===== src/rtl/pool_ctrl_if.sv =====
`default_nettype none
// +----------------------------------------------------------------------+
// | pool_ctrl_if : scheduler, buffer and pooling-unit signals of pool_ctrl |
// | Revision 1.0                                                         |
// +----------------------------------------------------------------------+
interface pool_ctrl_if #(
  parameter int DATA_W = 16,
  parameter int DIM_W  = 6,
  parameter int ADDR_W = 12
);
  logic                  start;
  logic [DIM_W-1:0]      cfg_width;
  logic [DIM_W-1:0]      cfg_height;
  logic                  cfg_stride2;
  logic                  busy;
  logic                  done;
  logic                  cfg_err;
  logic                  in_rd_en;
  logic [ADDR_W-1:0]     in_rd_addr;
  logic [DATA_W-1:0]     in_rd_data;
  logic                  pool_valid_in;
  logic [9*DATA_W-1:0]   pool_win;
  logic [DATA_W-1:0]     pool_max;
  logic                  pool_valid;
  logic                  out_wr_en;
  logic [ADDR_W-1:0]     out_wr_addr;
  logic [DATA_W-1:0]     out_wr_data;

  modport master (
    input  start, cfg_width, cfg_height, cfg_stride2, in_rd_data, pool_max, pool_valid,
    output busy, done, cfg_err, in_rd_en, in_rd_addr, pool_valid_in, pool_win,
           out_wr_en, out_wr_addr, out_wr_data
  );

  modport slave (
    output start, cfg_width, cfg_height, cfg_stride2, in_rd_data, pool_max, pool_valid,
    input  busy, done, cfg_err, in_rd_en, in_rd_addr, pool_valid_in, pool_win,
           out_wr_en, out_wr_addr, out_wr_data
  );
endinterface
`default_nettype wire


===== src/rtl/pool_ctrl.sv =====
`default_nettype none
// +----------------------------------------------------------------------+
// | pool_ctrl : 3x3 max-pool sequencer (fetch window, issue, write back) |
// | Revision 1.0                                                         |
// +----------------------------------------------------------------------+
module pool_ctrl #(
  parameter int DATA_W = 16,
  parameter int DIM_W  = 6,
  parameter int ADDR_W = 12
) (
  input  logic          clk,
  input  logic          rst_n,
  pool_ctrl_if.master   bus
);

  localparam logic [2:0] S_IDLE  = 3'd0;
  localparam logic [2:0] S_FETCH = 3'd1;
  localparam logic [2:0] S_WAIT  = 3'd2;
  localparam logic [2:0] S_ISSUE = 3'd3;
  localparam logic [2:0] S_DRAIN = 3'd4;
  localparam logic [2:0] S_DONE  = 3'd5;

  logic [2:0]            state;
  logic [DIM_W-1:0]      width;
  logic [DIM_W-1:0]      height;
  logic                  stride2;
  logic [DIM_W-1:0]      ox;
  logic [DIM_W-1:0]      oy;
  logic [1:0]            dx;
  logic [1:0]            dy;
  logic [3:0]            k;
  logic                  rd_pend;
  logic [3:0]            cap_k;
  logic [DATA_W-1:0]     slot [0:7];
  logic [9*DATA_W-1:0]   win;
  logic [ADDR_W-1:0]     wr_cnt;
  logic                  err;

  logic [DIM_W:0]        step;
  logic [DIM_W:0]        ox_next;
  logic [DIM_W:0]        oy_next;
  logic [DIM_W:0]        ox_lim;
  logic [DIM_W:0]        oy_lim;
  logic                  wrap;
  logic                  last_win;
  logic [DIM_W-1:0]      out_w;
  logic [DIM_W-1:0]      out_h;
  logic [2*DIM_W-1:0]    prod;
  logic [ADDR_W-1:0]     total;
  logic [DIM_W:0]        row;
  logic [DIM_W:0]        col;
  logic [ADDR_W-1:0]     rd_addr;
  logic                  bad_cfg;
  logic                  wr_fire;
  logic                  fetching;

  assign step     = stride2 ? (DIM_W+1)'(2) : (DIM_W+1)'(1);
  assign ox_next  = {1'b0, ox} + step;
  assign oy_next  = {1'b0, oy} + step;
  assign ox_lim   = {1'b0, width} - (DIM_W+1)'(3);
  assign oy_lim   = {1'b0, height} - (DIM_W+1)'(3);
  assign wrap     = ox_next > ox_lim;
  assign last_win = wrap && (oy_next > oy_lim);

  // Window count only matters once a legal (>=3) config is latched.
  assign out_w = ((width  - DIM_W'(3)) >> stride2) + DIM_W'(1);
  assign out_h = ((height - DIM_W'(3)) >> stride2) + DIM_W'(1);
  assign prod  = {{DIM_W{1'b0}}, out_w} * {{DIM_W{1'b0}}, out_h};
  assign total = ADDR_W'(prod);

  assign row     = {1'b0, oy} + {{(DIM_W-1){1'b0}}, dy};
  assign col     = {1'b0, ox} + {{(DIM_W-1){1'b0}}, dx};
  assign rd_addr = ADDR_W'(row) * ADDR_W'(width) + ADDR_W'(col);

  assign bad_cfg  = (bus.cfg_width < DIM_W'(3)) || (bus.cfg_height < DIM_W'(3));
  assign fetching = (state == S_FETCH);
  assign wr_fire  = bus.pool_valid && (state != S_IDLE);

  assign bus.busy          = (state != S_IDLE) && (state != S_DONE);
  assign bus.done          = (state == S_DONE);
  assign bus.cfg_err       = err;
  assign bus.in_rd_en      = fetching;
  assign bus.in_rd_addr    = fetching ? rd_addr : '0;
  assign bus.pool_valid_in = (state == S_ISSUE);
  assign bus.pool_win      = win;
  assign bus.out_wr_en     = wr_fire;
  assign bus.out_wr_addr   = wr_cnt;
  assign bus.out_wr_data   = bus.pool_max;

  always_ff @(posedge clk or negedge rst_n) begin
    if (!rst_n) begin
      state   <= S_IDLE;
      width   <= '0;
      height  <= '0;
      stride2 <= 1'b0;
      ox      <= '0;
      oy      <= '0;
      dx      <= '0;
      dy      <= '0;
      k       <= '0;
      rd_pend <= 1'b0;
      cap_k   <= '0;
      win     <= '0;
      wr_cnt  <= '0;
      err     <= 1'b0;
      for (int i = 0; i < 8; i++) slot[i] <= '0;
    end else begin
      rd_pend <= fetching;
      cap_k   <= k;
      // Slot 8 is never stored; it is forwarded straight into the window in WAIT.
      if (rd_pend && !cap_k[3]) slot[cap_k[2:0]] <= bus.in_rd_data;
      if (wr_fire) wr_cnt <= wr_cnt + ADDR_W'(1);

      case (state)
        S_IDLE: begin
          if (bus.start) begin
            width   <= bus.cfg_width;
            height  <= bus.cfg_height;
            stride2 <= bus.cfg_stride2;
            err     <= bad_cfg;
            wr_cnt  <= '0;
            ox      <= '0;
            oy      <= '0;
            dx      <= '0;
            dy      <= '0;
            k       <= '0;
            state   <= bad_cfg ? S_DONE : S_FETCH;
          end
        end
        S_FETCH: begin
          if (dx == 2'd2) begin
            dx <= '0;
            dy <= dy + 2'd1;
          end else begin
            dx <= dx + 2'd1;
          end
          k <= k + 4'd1;
          if (k == 4'd8) begin
            k     <= '0;
            dx    <= '0;
            dy    <= '0;
            state <= S_WAIT;
          end
        end
        S_WAIT: begin
          for (int i = 0; i < 8; i++) win[i*DATA_W +: DATA_W] <= slot[i];
          win[8*DATA_W +: DATA_W] <= bus.in_rd_data;
          state <= S_ISSUE;
        end
        S_ISSUE: begin
          if (wrap) begin
            ox <= '0;
            oy <= oy_next[DIM_W-1:0];
          end else begin
            ox <= ox_next[DIM_W-1:0];
          end
          state <= last_win ? S_DRAIN : S_FETCH;
        end
        S_DRAIN: begin
          // Count the write landing this cycle so done follows the last write directly.
          if ((wr_cnt == total) || (wr_fire && (wr_cnt + ADDR_W'(1) == total)))
            state <= S_DONE;
        end
        S_DONE:  state <= S_IDLE;
        default: state <= S_IDLE;
      endcase
    end
  end

endmodule
`default_nettype wire


===== src/flat_wrapper.sv =====
// flat-port wrapper written by rule: the top's interface ports become plain ports
module pool_ctrl_flat 
#(
  parameter int DATA_W = 16,
  parameter int DIM_W  = 6,
  parameter int ADDR_W = 12
)
  (clk, rst_n, bus_start, bus_cfg_width, bus_cfg_height, bus_cfg_stride2, bus_in_rd_data, bus_pool_max, bus_pool_valid, bus_busy, bus_done, bus_cfg_err, bus_in_rd_en, bus_in_rd_addr, bus_pool_valid_in, bus_pool_win, bus_out_wr_en, bus_out_wr_addr, bus_out_wr_data);
  pool_ctrl_if #(.DATA_W(DATA_W), .DIM_W(DIM_W), .ADDR_W(ADDR_W)) bus_i ();
  input  logic clk;
  input  logic rst_n;
  input wire logic [$bits(bus_i.start)-1:0] bus_start;
  input wire logic [$bits(bus_i.cfg_width)-1:0] bus_cfg_width;
  input wire logic [$bits(bus_i.cfg_height)-1:0] bus_cfg_height;
  input wire logic [$bits(bus_i.cfg_stride2)-1:0] bus_cfg_stride2;
  input wire logic [$bits(bus_i.in_rd_data)-1:0] bus_in_rd_data;
  input wire logic [$bits(bus_i.pool_max)-1:0] bus_pool_max;
  input wire logic [$bits(bus_i.pool_valid)-1:0] bus_pool_valid;
  output wire logic [$bits(bus_i.busy)-1:0] bus_busy;
  output wire logic [$bits(bus_i.done)-1:0] bus_done;
  output wire logic [$bits(bus_i.cfg_err)-1:0] bus_cfg_err;
  output wire logic [$bits(bus_i.in_rd_en)-1:0] bus_in_rd_en;
  output wire logic [$bits(bus_i.in_rd_addr)-1:0] bus_in_rd_addr;
  output wire logic [$bits(bus_i.pool_valid_in)-1:0] bus_pool_valid_in;
  output wire logic [$bits(bus_i.pool_win)-1:0] bus_pool_win;
  output wire logic [$bits(bus_i.out_wr_en)-1:0] bus_out_wr_en;
  output wire logic [$bits(bus_i.out_wr_addr)-1:0] bus_out_wr_addr;
  output wire logic [$bits(bus_i.out_wr_data)-1:0] bus_out_wr_data;
  assign bus_i.start = bus_start;
  assign bus_i.cfg_width = bus_cfg_width;
  assign bus_i.cfg_height = bus_cfg_height;
  assign bus_i.cfg_stride2 = bus_cfg_stride2;
  assign bus_i.in_rd_data = bus_in_rd_data;
  assign bus_i.pool_max = bus_pool_max;
  assign bus_i.pool_valid = bus_pool_valid;
  assign bus_busy = bus_i.busy;
  assign bus_done = bus_i.done;
  assign bus_cfg_err = bus_i.cfg_err;
  assign bus_in_rd_en = bus_i.in_rd_en;
  assign bus_in_rd_addr = bus_i.in_rd_addr;
  assign bus_pool_valid_in = bus_i.pool_valid_in;
  assign bus_pool_win = bus_i.pool_win;
  assign bus_out_wr_en = bus_i.out_wr_en;
  assign bus_out_wr_addr = bus_i.out_wr_addr;
  assign bus_out_wr_data = bus_i.out_wr_data;
  pool_ctrl #(.DATA_W(DATA_W), .DIM_W(DIM_W), .ADDR_W(ADDR_W)) u_core (.clk(clk), .rst_n(rst_n), .bus(bus_i));
endmodule

===== config.mk =====
export PLATFORM = sky130hd
export DESIGN_NAME = pool_ctrl_flat
export DESIGN_NICKNAME = d
export VERILOG_FILES = /design/src/rtl/pool_ctrl_if.sv /design/src/rtl/pool_ctrl.sv /design/src/flat_wrapper.sv
export SDC_FILE = /design/constraint.sdc
export NUM_CORES = 1
export LEC_CHECK = 0
export CAP_MARGIN = 20
export CORE_AREA = 2 2 232 188
export CTS_CLUSTER_DIAMETER = 60
export CTS_CLUSTER_SIZE = 25
export DETAILED_ROUTE_END_ITERATION = 6
export DIE_AREA = 0 0 234 190
export PLACE_DENSITY = 0.73
export SYNTH_ARGS = -nofsm -noshare
export SYNTH_HDL_FRONTEND = slang
export SYNTH_SLANG_ARGS = --single-unit

===== constraint.sdc =====
create_clock -name clk -period 9.7 [get_ports clk]
set_clock_uncertainty 0.2 [all_clocks]
set_input_delay 1.94 -clock clk [delete_from_list [all_inputs] [get_ports clk]]
set_output_delay 1.94 -clock clk [all_outputs]
set_load 0.02 [all_outputs]

==> run_1/congestion.png <==
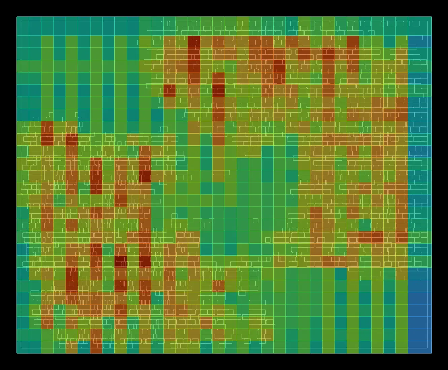
met3 global-route usage: 0.0349
final core occ: 0.472
met2 routing resource usage after global routing: 0.267
Most Crowded Layer GR: met2
Wirelength per Cell: 17.5 um

==> run_1/placement_by_type.png <==
Scale bar: 50 um.
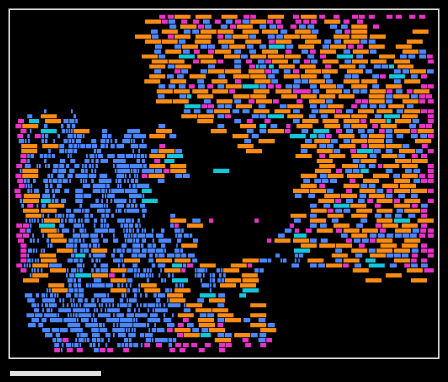
| class | colour | cells | share of their area |
|---|---|---|---|
| combinational and other logic | blue | 977 | 42% |
| remaining buffers and delay cells | magenta | 217 | 11% |
| clock drivers and dummy loads | cyan | 42 | 4.3% |
| sequential cells | orange | 326 | 42% |
floorplan row count: 68
core area: 0.0425 mm^2
fraction of area in registers: 0.407
post-route cell area: 0.0201 mm^2

==> run_1/clk_routes.png <==
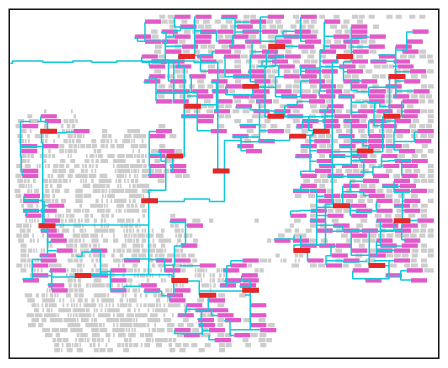
[clock wires] cyan | length: 3720 um
[flip-flops] magenta | count: 326
[clock drivers] red | count: 24
routed clock nets: 25

==> tab_implementation.tex, run 1 <==
% Yosys + OpenROAD metrics
\begin{tabular}{lr}
\hline
Metric & Value \\
\hline
\multicolumn{2}{l}{\textbf{Synth}} \\
\quad Syn Area/Cell & 12.2 um\^{}2 \\
\quad Netlist cell types & roughly 64 \\
\quad Net count after synthesis & 1545 \\
\quad Top cells by area & sky130\_fd\_sc\_hd\_\_dfrtp\_1 49\%, sky130\_fd\_sc\_hd\_\_mux2\_2 18\%, sky130\_fd\_sc\_hd\_\_ha\_1 5.7\% \\
\quad Cell type with the largest total area after synthesis & sky130\_fd\_sc\_hd\_\_dfrtp\_1 \\
\quad Top flip-flop cell by instance count after synthesis & sky130\_fd\_sc\_hd\_\_dfrtp\_1 \\
\quad Complex Gates by Area & 0.0477 \\
\multicolumn{2}{l}{\textbf{Final timing}} \\
\quad Final Hold Vio Count & 0 \\
\quad Hold slack & between 200 and 250 ps \\
\quad Final setup vio count & 0 \\
\multicolumn{2}{l}{\textbf{Final layout}} \\
\quad Dominant logic cell type in the layout & sky130\_fd\_sc\_hd\_\_dfrtp\_1 \\
\quad Number of ordinary inverters in the final layout & 86 \\
\quad Flip-flop and latch area & just over 0.008 mm\^{}2 \\
\quad Final-layout non-clock buffer area share & 0.108 \\
\quad Area taken by multi-input logic gates & 0.00787 mm\^{}2 \\
\quad Largest cell class by area & registers \\
\multicolumn{2}{l}{\textbf{Detailed routing}} \\
\quad Antenna-violating nets left & 0 \\
\quad Drt drc & 0 \\
\quad Max Used Layer & met4 \\
\quad Starting DRT DRC Count & between 600 and 700 \\
\multicolumn{2}{l}{\textbf{GRT}} \\
\quad Overall overflow remaining after global route & 0 \\
\quad Maximum number of pins on one net before global-route repair & 102 \\
\multicolumn{2}{l}{\textbf{Setup path}} \\
\quad Worst R2R Start & u\_core.height[0]\$\_DFFE\_PN0P\_ \\
\quad Last element of the critical path & bus\_in\_rd\_addr[10] \\
\multicolumn{2}{l}{\textbf{Placed design}} \\
\quad Post-detailed-placement cell area & $\sim$0.019 mm\^{}2 \\
\multicolumn{2}{l}{\textbf{Outcome}} \\
\quad Outcome & finished, final reports clean \\
\multicolumn{2}{l}{\textbf{Clocking}} \\
\quad Clk sinks & about 330 \\
\quad CTS root buffer & sky130\_fd\_sc\_hd\_\_clkbuf\_16 \\
\quad Post-cts sizing count & 0 \\
\hline
\end{tabular}
## Run 2: what changed since run 1
==> constraint.sdc (replaced) <==
create_clock -name clk -period 7.9 [get_ports clk]
set_clock_uncertainty 0.2 [all_clocks]
set_input_delay 1.58 -clock clk [delete_from_list [all_inputs] [get_ports clk]]
set_output_delay 1.58 -clock clk [all_outputs]
set_load 0.02 [all_outputs]
==> run_2/clk_routes.png <==
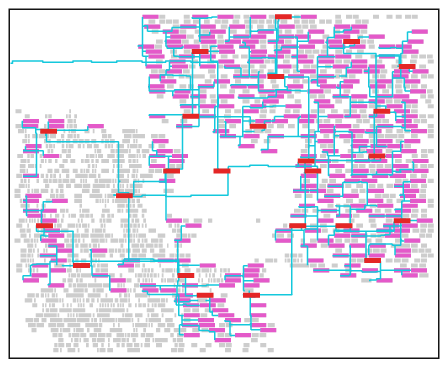
[clock wires] cyan | length: 3910 um
[clock drivers] red | count: 24
[flip-flops] magenta | count: 326
routed clock nets: 25
insertion delay at the late pin of the worst-skew pair: 560 ps

==> run 2 against run 1 <==
Against the previous run:
- sequential share of layout area decreased by 0.22 points
- synthesized cell count unchanged
- critical endpoint is now bus_in_rd_addr[7]
- global-route usage decreased by 0.061 points
- register-to-register slack got worse by 1900 ps
- via count about the same
- synthesized area unchanged
- die area unchanged
- design area increased by 0.54%
==> tab_implementation.tex, run 2 <==
% Yosys + OpenROAD metrics
\begin{tabular}{lr}
\hline
Metric & Value \\
\hline
\multicolumn{2}{l}{\textbf{Die}} \\
\quad Floorplan row count & 68 (unchanged) \\
\multicolumn{2}{l}{\textbf{Synth}} \\
\quad Net count after synthesis & 1545 (unchanged) \\
\quad Cell type with the largest total area after synthesis & sky130\_fd\_sc\_hd\_\_dfrtp\_1 (unchanged) \\
\quad Complex Gates by Area & 0.0477 (unchanged) \\
\quad Netlist cell types & 64 (unchanged) \\
\quad Top cells by area & sky130\_fd\_sc\_hd\_\_dfrtp\_1 49\%, sky130\_fd\_sc\_hd\_\_mux2\_2 18\%, sky130\_fd\_sc\_hd\_\_ha\_1 5.7\% (unchanged) \\
\quad Syn Area/Cell & 12.2 um\^{}2 (unchanged) \\
\multicolumn{2}{l}{\textbf{GRT}} \\
\quad Most Crowded Layer GR & met2 (unchanged) \\
\multicolumn{2}{l}{\textbf{Final layout}} \\
\quad Number of ordinary inverters in the final layout & 86 (unchanged) \\
\quad Final-layout non-clock buffer area share & 0.107 (was 0.108) \\
\quad Fraction of area in registers & 0.405 (was 0.407) \\
\quad Area taken by multi-input logic gates & 0.00792 mm\^{}2 (was 0.00787 mm\^{}2) \\
\multicolumn{2}{l}{\textbf{Detailed routing}} \\
\quad Starting DRT DRC Count & 706 (was 608) \\
\quad Antenna-violating nets left & 0 (unchanged) \\
\multicolumn{2}{l}{\textbf{Clocking}} \\
\quad Clk sinks & 326 (unchanged) \\
\multicolumn{2}{l}{\textbf{Setup path}} \\
\quad Last element of the critical path & bus\_in\_rd\_addr[7] (was bus\_in\_rd\_addr[10]) \\
\multicolumn{2}{l}{\textbf{Outcome}} \\
\quad Outcome & finished, final reports clean (unchanged) \\
\multicolumn{2}{l}{\textbf{Final timing}} \\
\quad Final setup vio count & 0 (unchanged) \\
\hline
\end{tabular}
## Run 3: what changed since run 2
--- a/config.mk
+++ b/config.mk
@@ -11,7 +11,7 @@
 export CTS_CLUSTER_SIZE = 25
 export DETAILED_ROUTE_END_ITERATION = 6
 export DIE_AREA = 0 0 234 190
-export PLACE_DENSITY = 0.73
+export PLACE_DENSITY = 0.69
 export SYNTH_ARGS = -nofsm -noshare
 export SYNTH_HDL_FRONTEND = slang
 export SYNTH_SLANG_ARGS = --single-unit
==> run 3 against run 2 <==
Against the previous run:
- first-iteration DRC count is 22% lower
- synthesized area stayed put
- utilization about the same
- die area unchanged
- synthesized cell count stayed put
- clock-buffer cell count increased by 2
- register-to-register slack lost 120 ps
- critical path depth stayed put
- global-route usage rose by 0.12 points
- flip-flop count is the same
- design area about the same
- maximum frequency barely moved
==> tab_implementation.tex, run 3 <==
% Yosys + OpenROAD metrics
\begin{tabular}{lr}
\hline
Metric & Value \\
\hline
\multicolumn{2}{l}{\textbf{Clocking}} \\
\quad Insertion delay at the late pin of the worst-skew pair & 560 ps (about the same) \\
\quad Post-cts sizing count & 2 (unchanged) \\
\quad CTS root buffer & sky130\_fd\_sc\_hd\_\_clkbuf\_16 (unchanged) \\
\multicolumn{2}{l}{\textbf{Synth}} \\
\quad Net count after synthesis & 1545 (unchanged) \\
\quad Cell type with the largest total area after synthesis & sky130\_fd\_sc\_hd\_\_dfrtp\_1 (unchanged) \\
\quad Netlist cell types & 64 (unchanged) \\
\quad Complex Gates by Area & 0.0477 (unchanged) \\
\quad Top flip-flop cell by instance count after synthesis & sky130\_fd\_sc\_hd\_\_dfrtp\_1 (unchanged) \\
\quad Top cells by area & sky130\_fd\_sc\_hd\_\_dfrtp\_1 49\%, sky130\_fd\_sc\_hd\_\_mux2\_2 18\%, sky130\_fd\_sc\_hd\_\_ha\_1 5.7\% (unchanged) \\
\quad Syn Area/Cell & 12.2 um\^{}2 (unchanged) \\
\multicolumn{2}{l}{\textbf{Placed design}} \\
\quad Post-detailed-placement cell area & 0.0192 mm\^{}2 (unchanged) \\
\multicolumn{2}{l}{\textbf{Setup path}} \\
\quad Last element of the critical path & bus\_in\_rd\_addr[10] (was bus\_in\_rd\_addr[7]) \\
\multicolumn{2}{l}{\textbf{Final layout}} \\
\quad Flip-flop and latch area & 0.00816 mm\^{}2 (unchanged) \\
\quad Fraction of area in registers & 0.405 (about the same) \\
\quad Largest cell class by area & registers (unchanged) \\
\quad Final core occ & 0.475 (about the same) \\
\quad Final-layout non-clock buffer area share & 0.107 (about the same) \\
\quad Number of ordinary inverters in the final layout & 86 (unchanged) \\
\quad Dominant logic cell type in the layout & sky130\_fd\_sc\_hd\_\_dfrtp\_1 (unchanged) \\
\quad Area taken by multi-input logic gates & 0.00792 mm\^{}2 (about the same) \\
\multicolumn{2}{l}{\textbf{Outcome}} \\
\quad Outcome & finished, final reports clean (unchanged) \\
\multicolumn{2}{l}{\textbf{GRT}} \\
\quad Met3 global-route usage & 0.0294 (was 0.0348) \\
\quad Overall overflow remaining after global route & 0 (unchanged) \\
\quad Maximum number of pins on one net before global-route repair & 154 (was 181) \\
\multicolumn{2}{l}{\textbf{Final timing}} \\
\quad Hold slack & 232 ps (was 248 ps) \\
\quad Final Hold Vio Count & 0 (unchanged) \\
\quad Final setup vio count & 0 (unchanged) \\
\multicolumn{2}{l}{\textbf{Detailed routing}} \\
\quad Antenna-violating nets left & 0 (unchanged) \\
\quad Max Used Layer & met5 (was met4) \\
\quad Drt drc & 0 (unchanged) \\
\quad Starting DRT DRC Count & 550 (was 706) \\
\quad Wirelength per Cell & 17.5 um (was 17.3 um) \\
\multicolumn{2}{l}{\textbf{Die}} \\
\quad Floorplan row count & 68 (unchanged) \\
\hline
\end{tabular}
==> run_3/power_grid.png <==
Pins as bars on the die edge. Tap cells in grey.
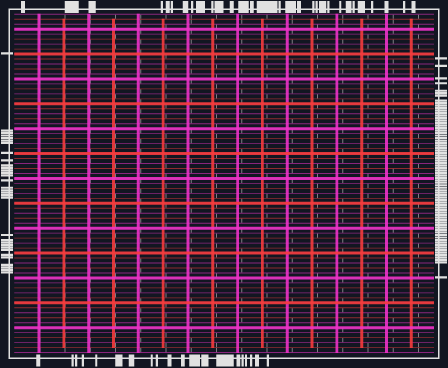
| net | colour |
|---|---|
| VDD | red |
| VSS | magenta |
met1 rails: 69
signal pins: 239

